Run 1, track usage over the die:
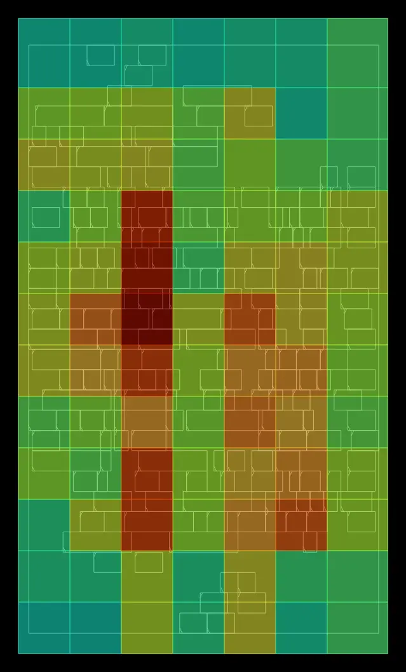
Run 1, selected gate families:
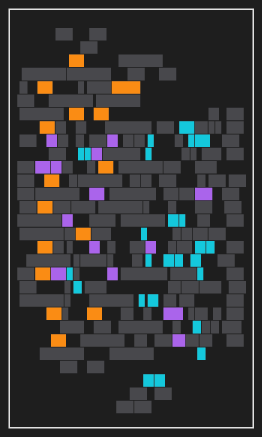
Run 1, close-up of the layout:
Scale bar: 10 um. Window x 0 to 25, y 9 to 34 um. Cells in gray, sequential cells in the stronger gray; small squares are vias.
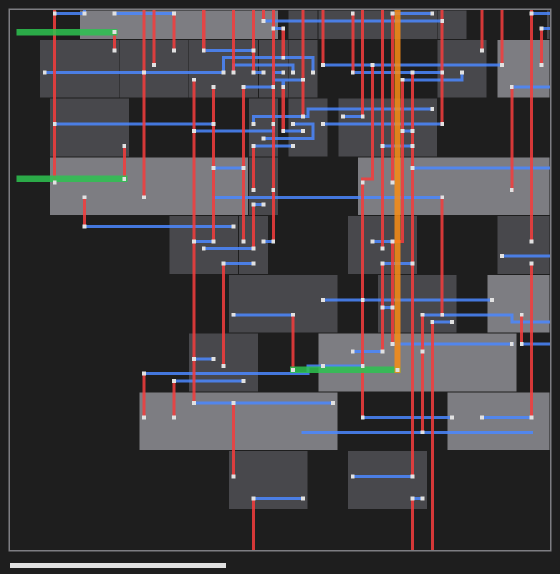
Run 1, sequential cells colored by netlist name:
Scale bar: 10 um. Other sequential cells in the stronger gray, the rest of the logic in the fainter gray.
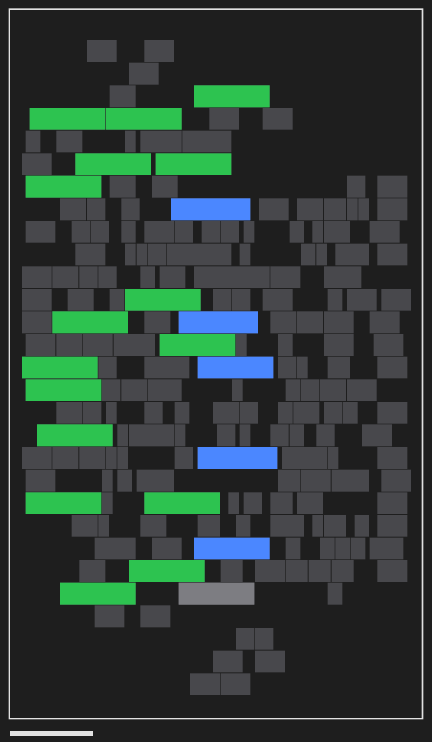
`src/rtl/micro_sequencer.sv`:
```
// Next-state sequencer for the microcoded control unit: dispatch decode, memory wait
// insertion, illegal-dispatch trapping and a completed-instruction counter.
module micro_sequencer (
  input  logic        clock,
  input  logic        reset_n,
  input  logic [1:0]  ty,
  input  logic [4:0]  db_addr,
  input  logic [4:0]  bc_addr,
  input  logic        z,
  input  logic [15:0] ire,
  input  logic        mem_req,
  input  logic        mem_ack,
  output logic [4:0]  state,
  output logic        halted,
  output logic        stall,
  output logic [15:0] instr_count
);

  localparam logic [4:0] FETCH_STATE = 5'b00111;
  localparam logic [4:0] HALT_STATE  = 5'b11111;
  localparam logic [4:0] MAX_STATE   = 5'b10101;

  localparam logic [4:0] StAbdm1 = 5'b00000;
  localparam logic [4:0] StAdrm1 = 5'b00100;
  localparam logic [4:0] StBrzz1 = 5'b00101;
  localparam logic [4:0] StLdrm1 = 5'b01000;
  localparam logic [4:0] StStrm1 = 5'b01010;
  localparam logic [4:0] StTest1 = 5'b01011;
  localparam logic [4:0] StOprm1 = 5'b01100;
  localparam logic [4:0] StLdrr1 = 5'b01110;
  localparam logic [4:0] StStrr1 = 5'b01111;
  localparam logic [4:0] StPopr1 = 5'b10000;
  localparam logic [4:0] StPush1 = 5'b10010;
  localparam logic [4:0] StOprr1 = 5'b10100;

  localparam logic [1:0] TyIb = 2'b00;
  localparam logic [1:0] TySb = 2'b01;
  localparam logic [1:0] TyBc = 2'b10;
  localparam logic [1:0] TyDb = 2'b11;

  logic [4:0]  state_q;
  logic        halted_q;
  logic [15:0] count_q;

  logic [3:0]  opcode;
  logic [1:0]  mode;
  logic [4:0]  raw_target;
  logic [4:0]  next_state;
  logic        count_inc;

  assign opcode = ire[15:12];
  assign mode   = ire[5:4];

  // Raw dispatch target before the legality check.
  always_comb begin
    raw_target = HALT_STATE;
    case (ty)
      TyIb: begin
        case (opcode)
          4'd0, 4'd1, 4'd2, 4'd3: begin
            case (mode)
              2'b00:   raw_target = StAdrm1;
              2'b01:   raw_target = StAbdm1;
              default: raw_target = HALT_STATE;
            endcase
          end
          4'd4:    raw_target = StLdrr1;
          4'd5:    raw_target = StStrr1;
          4'd6:    raw_target = StPopr1;
          4'd7:    raw_target = StPush1;
          4'd8:    raw_target = StOprr1;
          4'd9:    raw_target = StBrzz1;
          default: raw_target = HALT_STATE;
        endcase
      end
      TySb: begin
        case (opcode)
          4'd0:    raw_target = StLdrm1;
          4'd1:    raw_target = StStrm1;
          4'd2:    raw_target = StOprm1;
          4'd3:    raw_target = StTest1;
          default: raw_target = HALT_STATE;
        endcase
      end
      TyBc:    raw_target = z ? bc_addr : db_addr;
      TyDb:    raw_target = db_addr;
      default: raw_target = HALT_STATE;
    endcase
  end

  // Anything above the last legal state (including 31 itself) traps.
  always_comb begin
    next_state = (raw_target > MAX_STATE) ? HALT_STATE : raw_target;
    count_inc  = (ty == TyIb) && (next_state != HALT_STATE);
  end

  assign stall = mem_req & ~mem_ack & ~halted_q;

  always_ff @(posedge clock or negedge reset_n) begin
    if (!reset_n) begin
      state_q  <= FETCH_STATE;
      halted_q <= 1'b0;
      count_q  <= 16'h0000;
    end else if (!halted_q && !stall) begin
      state_q  <= next_state;
      halted_q <= (next_state == HALT_STATE);
      if (count_inc) begin
        count_q <= count_q + 16'd1;
      end
    end
  end

  assign state       = state_q;
  assign halted      = halted_q;
  assign instr_count = count_q;

endmodule

```
`config.mk`:
```
export PLATFORM = sky130hd
export DESIGN_NAME = micro_sequencer
export DESIGN_NICKNAME = d
export VERILOG_FILES = /design/src/rtl/micro_sequencer.sv
export SDC_FILE = /design/constraint.sdc
export NUM_CORES = 1
export LEC_CHECK = 0
export ABC_CLOCK_PERIOD_IN_PS = 2390
export CAP_MARGIN = 20
export CORE_ASPECT_RATIO = 1.75
export CORE_UTILIZATION = 35
export CTS_CLUSTER_DIAMETER = 150
export DETAILED_ROUTE_END_ITERATION = 8
export GPL_TIMING_DRIVEN = 0
export HOLD_SLACK_MARGIN = 0.05
export PLACE_DENSITY = 0.76
export SLEW_MARGIN = 30
export SYNTH_ARGS = -nofsm -noshare
export SYNTH_HDL_FRONTEND = slang
export SYNTH_SLANG_ARGS = --single-unit
```
`constraint.sdc`:
```
create_clock -name clock -period 2.39 [get_ports clock]
set_input_delay 0.239 -clock clock [delete_from_list [all_inputs] [get_ports clock]]
set_output_delay 0.239 -clock clock [all_outputs]
set_load 0.02 [all_outputs]
```
==> flow_summary.yaml, run 1 <==
# implementation run metrics
run_status:
  status: "finished clean"
yosys:
  ys.warnings.count: 0
  syn_area_mm2: 0.00138
  top_area_cell: "dfrtp_1"
  postSynthCellCount: 141
  ys_seq_share_pct: 40.1
  ys.flop_type: "dfrtp_1"
  syn_avg_cell_area_um2: 9.81
  ys.flops: 22
  synth_cell_type_count: 49
floorplan:
  initCoreUtil_pct: 37.4
  fp.dieW_um: 49.5
  coreArea_mm2: 0.00370
pwr:
  power_clock_mw: 0.242
  p_seq_mw: 0.453
  power.density_mw_per_mm2: 522
  swShare_pct: 30.3
detailed_routing:
  routed_wl_um: 3490
  drt_iter0_drc: 18
  firstDrtPassIters: 4
cells_and_area:
  fin_cells: 239
  nFillCells: 351
  layout_top_cells: "clkdlybuf4s50_1, dfrtp_1, xnor2_1"
  drive_gt1_share_pct: 15.5
  largest_reg_flops: 16
  fin_area_mm2: 0.00198
clocking:
  clk-insertion-delay-late_ns: 0.27
  post-cts-setup-buffer-count: 0
  cts_hold_buf: 0
  clkTransAtPathRegs_ns: 0.07
worst_setup_path:
  path_delay_family: "AND-OR/OR-AND gates"
  worstPathMaxFanout: 10
  crit_cells: 9
  r2r_end: "instr_count[15]"
  critical_path.max_stage_delay_ns: 0.41
  start_kind: "input port"
final_timing:
  clock-skew-final_ns: 0.00102
  fin_crit_ns: 2.31
hold_path:
  hold_path_class: "input port to flip-flop"
  min_to: "state[0]"
flow_run:
  tool_warnings: 36
global_routing:
  antenna_found_initial: 0
  globalRouteTotalUtil_pct: 17.0
  grt_pass1_vias: 1208
## Picture notes: 'track usage over the die'
DR WL/cell: 14.6 um
global route hottest layer: met2
Util after Layout: 53.4%
met1 usage: 18.8%

## Picture notes: 'selected gate families'
| color | family | cells | most used |
|---|---|---|---|
| cyan | NOR gates | 25 | nor2_1 |
| purple | AND and OR gates | 14 | and3_1 |
| orange | XOR/XNOR gates | 15 | xnor2_1 |

## Picture notes: 'close-up of the layout'
| color | layer |
|---|---|
| blue | met1 |
| green | met3 |
| orange | met4 |
| red | met2 |
cells with their middle in the window: 25
sequential cells in the window: 5
netlist names of flops here include: `instr_count` (4), `halted` (1)
most frequent: dfrtp_1 (5), clkdlybuf4s50_1 (5), nand2_1 (4)

## Picture notes: 'sequential cells colored by netlist name'
| color | name in the netlist | placed flops |
|---|---|---|
| green | `instr_count` | 16 |
| blue | `state` | 5 |
not colored: 1

==> run 1: tightest hold or removal path, cell delays in order <==
cell     delay [ns]
buf_2          0.17
nand2_1        0.08
nand3_1        0.08
a31oi_1        0.08
==> run 1: routing by layer <==
metal  up-vias  track usage (%)  share of wire (%)
li1        614                -                  -
met5         -                0                  0
met3         5             2.51                5.5
met2        39             30.8                 53
met1       595             18.8                 40
met4         0             7.79                2.1
==> run 1: area by class of cell <==
class | count | area [um^2] | share of cell area, %
flip-flops and latches | 22 | 554 | 28.0
multi-input cells | 107 | 756 | 38.2
clock buffers | 4 | 45.0 | 2.28
plain buffers | 9 | 68.8 | 3.48
repair buffers | 48 | 485 | 24.5
inverters | 3 | 11.3 | 0.569
well taps | 46 | 57.6 | 2.91
Run 1, wires at chosen ports, followed through buffers:
Scale bar: 10 um.
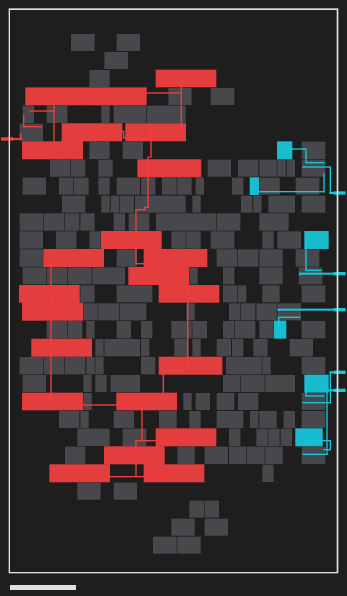

==> run 2, diff against run 1 <==
--- a/config.mk
+++ b/config.mk
@@ -11,9 +11,10 @@
 export CORE_UTILIZATION = 35
 export CTS_CLUSTER_DIAMETER = 150
 export DETAILED_ROUTE_END_ITERATION = 8
+export DONT_BUFFER_PORTS = 1
 export GPL_TIMING_DRIVEN = 0
 export HOLD_SLACK_MARGIN = 0.05
-export PLACE_DENSITY = 0.76
+export PLACE_DENSITY = 0.58
 export SLEW_MARGIN = 30
 export SYNTH_ARGS = -nofsm -noshare
 export SYNTH_HDL_FRONTEND = slang
Run 2, wires at chosen ports, followed through buffers:
Scale bar: 10 um.
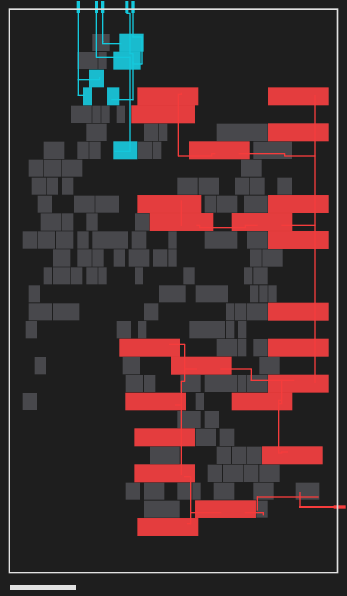
| color | port | bits | direction | end cells | buffers | wire |
|---|---|---|---|---|---|---|
| red | `reset_n` | 1 | input | 22 | 2 | 177 um |
| cyan | `db_addr` | 5 | input | 6 | 0 | 81.9 um |

Run 2, track usage over the die:
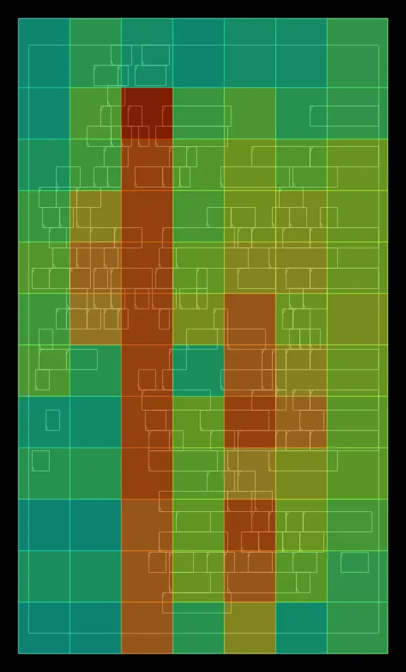
DR WL/cell: 16.3 um
met1 usage: 15.2%
global routing met3 resource utilization: 2.69%

==> flow_summary.yaml, run 2 <==
# implementation run metrics
cells_and_area:
  inverters: 3
  dominant_cells: "logic gates"
  largest_reg_flops: 16
  num-nonclk-buffers: 11
  final_core_util_pct: 40.6
  drive_gt1_share_pct: 16.3
clocking:
  post-cts-setup-buffer-count: 0
flow_run:
  tool_warnings: 36
detailed_routing:
  firstDrtPassIters: 4
  maxUsedRoutingLayer: "met4"
yosys:
  synth_cell_type_count: 49
  top_area_cell: "dfrtp_1"
  syn_area_mm2: 0.00138
  ys_seq_share_pct: 40.1
pwr:
  power.density_mw_per_mm2: 593
global_routing:
  globalRouteTotalUtil_pct: 16.0
  grtUsageMet2_pct: 31.3
  busiest_layer: "met2"
  grt_pass1_vias: 1141
worst_setup_path:
  critical_path.max_stage_delay_ns: 0.53
  path_delay_family: "simple AND/OR/NAND/NOR gates"
  start_kind: "flip-flop"
run_status:
  status: "finished clean"
floorplan:
  initCoreUtil_pct: 37.4
  fp.dieW_um: 49.5
final_timing:
  clock-skew-final_ns: 0.00682
-- run 2: cell counts after synthesis --
Identical to the previous run, type by type.
-- run 2: kinds of logic after synthesis --
group / Yosys count / share of synthesized area, %
AND-OR/OR-AND: 22 / 11.6
multiplexers: 4 / 3.35
adder cells (fa/ha/maj): 1 / 0.904
flip-flops: 22 / 40.1
buffers and inverters: 12 / 5.79
AND/OR/NAND/NOR: 65 / 28.3
XOR/XNOR: 15 / 10.0
-- run 2: worst paths after layout --
path                                start         endpoint  slack (ns)  depth (start not counted)
max                        instr_count[2]  instr_count[15]        0.44                          7
min                               mem_ack           halted        0.23                          2
max reg2reg                instr_count[2]  instr_count[15]        0.44                          7
min reg2reg                      state[0]         state[0]        0.56                          2
max in group asynchronous         reset_n         state[0]        1.55                          2
min in group asynchronous         reset_n  instr_count[13]        0.48                          2
Power figures rest on the tool's default switching activity, not on a simulated workload.
